[config.mk]
export PLATFORM = sky130hd
export DESIGN_NAME = fetch_seq
export DESIGN_NICKNAME = d
export VERILOG_FILES = /design/src/rtl/fetch_seq.sv
export SDC_FILE = /design/constraint.sdc
export NUM_CORES = 1
export LEC_CHECK = 0
export CAP_MARGIN = 20
export CELL_PAD_IN_SITES_DETAIL_PLACEMENT = 1
export CELL_PAD_IN_SITES_GLOBAL_PLACEMENT = 1
export CORE_MARGIN = 3
export CORE_UTILIZATION = 29
export DETAILED_ROUTE_END_ITERATION = 16
export GPL_TIMING_DRIVEN = 0
export PLACE_DENSITY = 0.87
export SKIP_LAST_GASP = 1
export SLEW_MARGIN = 20
export SYNTH_ARGS = -nofsm -noshare
export SYNTH_HDL_FRONTEND = slang
export SYNTH_SLANG_ARGS = --single-unit
[constraint.sdc]
create_clock -name clk -period 5.9 [get_ports clk]
set_input_delay 1.18 -clock clk [delete_from_list [all_inputs] [get_ports clk]]
set_output_delay 1.18 -clock clk [all_outputs]
set_load 0.005 [all_outputs]
[src/rtl/fetch_seq.sv]
// fetch_seq: instruction sequencer for the CPU core.
//
// Owns the program counter and the instruction register and drives the shared
// memory port through a req/ack handshake. Each instruction runs
// FETCH -> DECODE -> [DATA] -> EXEC. A single exec_en strobe is issued per
// instruction. Jumps, halt and restart are taken in EXEC and HALT.
//
// Ports:
//   clk, rst_n       clock, synchronous active-low reset
//   mem_req/we/addr  memory request (addr and we are stable while req=1)
//   mem_rdata/ack    memory read data and completion (ack ignored while req=0)
//   instr            instruction register, presented to the decoder
//   ctrl_fetch/we    decoder: the current instruction is LDB/STB, or is STB
//   data_addr        data-phase address from the register file
//   data_strobe      data phase acked (combinational on mem_ack in DATA)
//   exec_en          one-cycle execute strobe
//   jmp/jmp_addr     pc load, sampled in EXEC
//   halt/run         halt after EXEC, restart from HALT
//   halted, pc       status
//   bus_err          sticky request-timeout flag
//
// Optional build macro FETCH_SEQ_TIMEOUT_EN: abandons a request that has
// waited TIMEOUT_CYCLES cycles without ack, sets bus_err and halts. Without
// the macro the sequencer waits for ack indefinitely and bus_err is 0.
module fetch_seq #(
  parameter int unsigned       ADDR_W         = 16,
  parameter logic [ADDR_W-1:0] RESET_PC       = '0,
  parameter int unsigned       TIMEOUT_CYCLES = 255
) (
  input  logic              clk,
  input  logic              rst_n,
  output logic              mem_req,
  output logic              mem_we,
  output logic [ADDR_W-1:0] mem_addr,
  input  logic [7:0]        mem_rdata,
  input  logic              mem_ack,
  output logic [7:0]        instr,
  input  logic              ctrl_fetch,
  input  logic              ctrl_we,
  input  logic [ADDR_W-1:0] data_addr,
  output logic              data_strobe,
  output logic              exec_en,
  input  logic              jmp,
  input  logic [ADDR_W-1:0] jmp_addr,
  input  logic              halt,
  input  logic              run,
  output logic              halted,
  output logic [ADDR_W-1:0] pc,
  output logic              bus_err
);

  typedef enum logic [2:0] {
    S_RST, S_FETCH, S_DECODE, S_DATA, S_EXEC, S_HALT
  } state_t;

  state_t            state;
  logic [ADDR_W-1:0] pc_q;
  logic [7:0]        instr_q;

`ifdef FETCH_SEQ_TIMEOUT_EN
  localparam int unsigned    TO_W    = $clog2(TIMEOUT_CYCLES + 1);
  // Compared before incrementing, so the request is dropped on the
  // TIMEOUT_CYCLES-th unacked cycle.
  localparam logic [TO_W-1:0] TO_LAST = TO_W'(TIMEOUT_CYCLES - 1);
  logic [TO_W-1:0] to_cnt;
  logic            bus_err_q;
`endif

  // Moore decode from the state register; only data_strobe looks at mem_ack.
  assign mem_req     = (state == S_FETCH) || (state == S_DATA);
  assign mem_we      = (state == S_DATA) && ctrl_we;
  assign mem_addr    = (state == S_DATA) ? data_addr : pc_q;
  assign data_strobe = (state == S_DATA) && mem_ack;
  assign exec_en     = (state == S_EXEC);
  assign halted      = (state == S_HALT);
  assign instr       = instr_q;
  assign pc          = pc_q;
`ifdef FETCH_SEQ_TIMEOUT_EN
  assign bus_err     = bus_err_q;
`else
  assign bus_err     = 1'b0;
`endif

  always_ff @(posedge clk) begin
    if (!rst_n) begin
      state   <= S_RST;
      pc_q    <= RESET_PC;
      instr_q <= '0;
`ifdef FETCH_SEQ_TIMEOUT_EN
      to_cnt    <= '0;
      bus_err_q <= 1'b0;
`endif
    end else begin
`ifdef FETCH_SEQ_TIMEOUT_EN
      // Held at zero outside an unacked request, so every FETCH/DATA entry
      // starts from a cleared count.
      to_cnt <= '0;
`endif
      case (state)
        S_RST: state <= S_FETCH;
        S_FETCH: begin
          if (mem_ack) begin
            instr_q <= mem_rdata;
            pc_q    <= pc_q + ADDR_W'(1);
            state   <= S_DECODE;
          end
`ifdef FETCH_SEQ_TIMEOUT_EN
          else if (to_cnt == TO_LAST) begin
            bus_err_q <= 1'b1;
            state     <= S_HALT;
          end else begin
            to_cnt <= to_cnt + TO_W'(1);
          end
`endif
        end
        S_DECODE: state <= ctrl_fetch ? S_DATA : S_EXEC;
        S_DATA: begin
          if (mem_ack) begin
            state <= S_EXEC;
          end
`ifdef FETCH_SEQ_TIMEOUT_EN
          else if (to_cnt == TO_LAST) begin
            bus_err_q <= 1'b1;
            state     <= S_HALT;
          end else begin
            to_cnt <= to_cnt + TO_W'(1);
          end
`endif
        end
        S_EXEC: begin
          // pc already points past this instruction; a jump replaces that.
          if (jmp) pc_q <= jmp_addr;
          state <= halt ? S_HALT : S_FETCH;
        end
        S_HALT: if (run) state <= S_FETCH;
        default: state <= S_RST;
      endcase
    end
  end

endmodule

Figure 1. Cell outlines without signal wires.
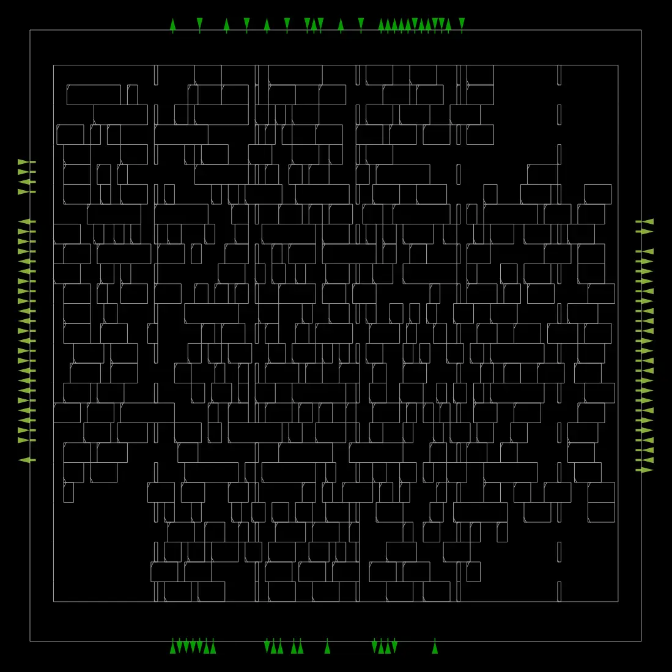
total core area: 5675 sq um
Final Core Density: 49.47%
# rows: 27
Finished Layout Cells: 390

Figure 2. Where the registers sit.
Other cells in gray.
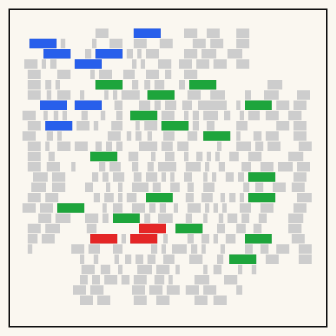
legend:
  red:
    name_in_the_netlist: `state`
    flops: 3
  blue:
    name_in_the_netlist: `instr`
    flops: 8
    where: top left
  green:
    name_in_the_netlist: `pc`
    flops: 16

==> flow_metrics.py <==
# Metrics from the implementation run
metrics = {
    "run_status": {
        "status": "finished, final reports clean",
    },
    "layout": {
        "fillers": 704,
        "ff_count": 27,
        "inverters": 7,
        "buf_share_pct": 35.83,
    },
    "synth": {
        "yosys.cell_types.count": 52,
        "yosys_area_sq_um": 1750,
        "yosysTopAreaCellShare_pct": 30.88,
        "fp_nets": 271,
    },
    "power": {
        "comb_power_share_pct": 26.5,
        "pwr-share-clk_pct": 26.6,
    },
    "flow_run": {
        "drv_cap": 0,
    },
    "placed_design": {
        "dpl_cell_area_sq_um": 2761,
    },
    "global_route": {
        "use_met2_pct": 34.85,
        "grt_pass1_wl_mm": 11.01,
    },
    "final_timing": {
        "fin_crit_ns": 3.979,
        "slew_headroom_pct": 59.98,
    },
    "clock_network": {
        "post_cts_buffers": 0,
    },
    "route": {
        "wl_met1_mm": 2.823,
        "wirelength_mm": 6.763,
    },
    "critical_path": {
        "reg2reg_depth": 8,
        "crit_path_end_kind": "primary output",
    },
}
Figure 3. Met3 routing.
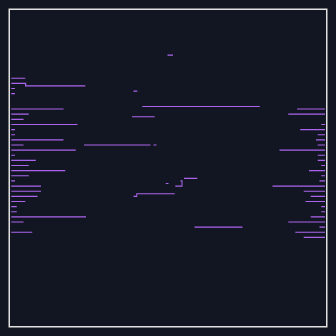
share of all routed wire: 5.6%
longest straight run: 30.8 um
nets with wire on the layer: 60

Power and IR drop assume default switching activity.
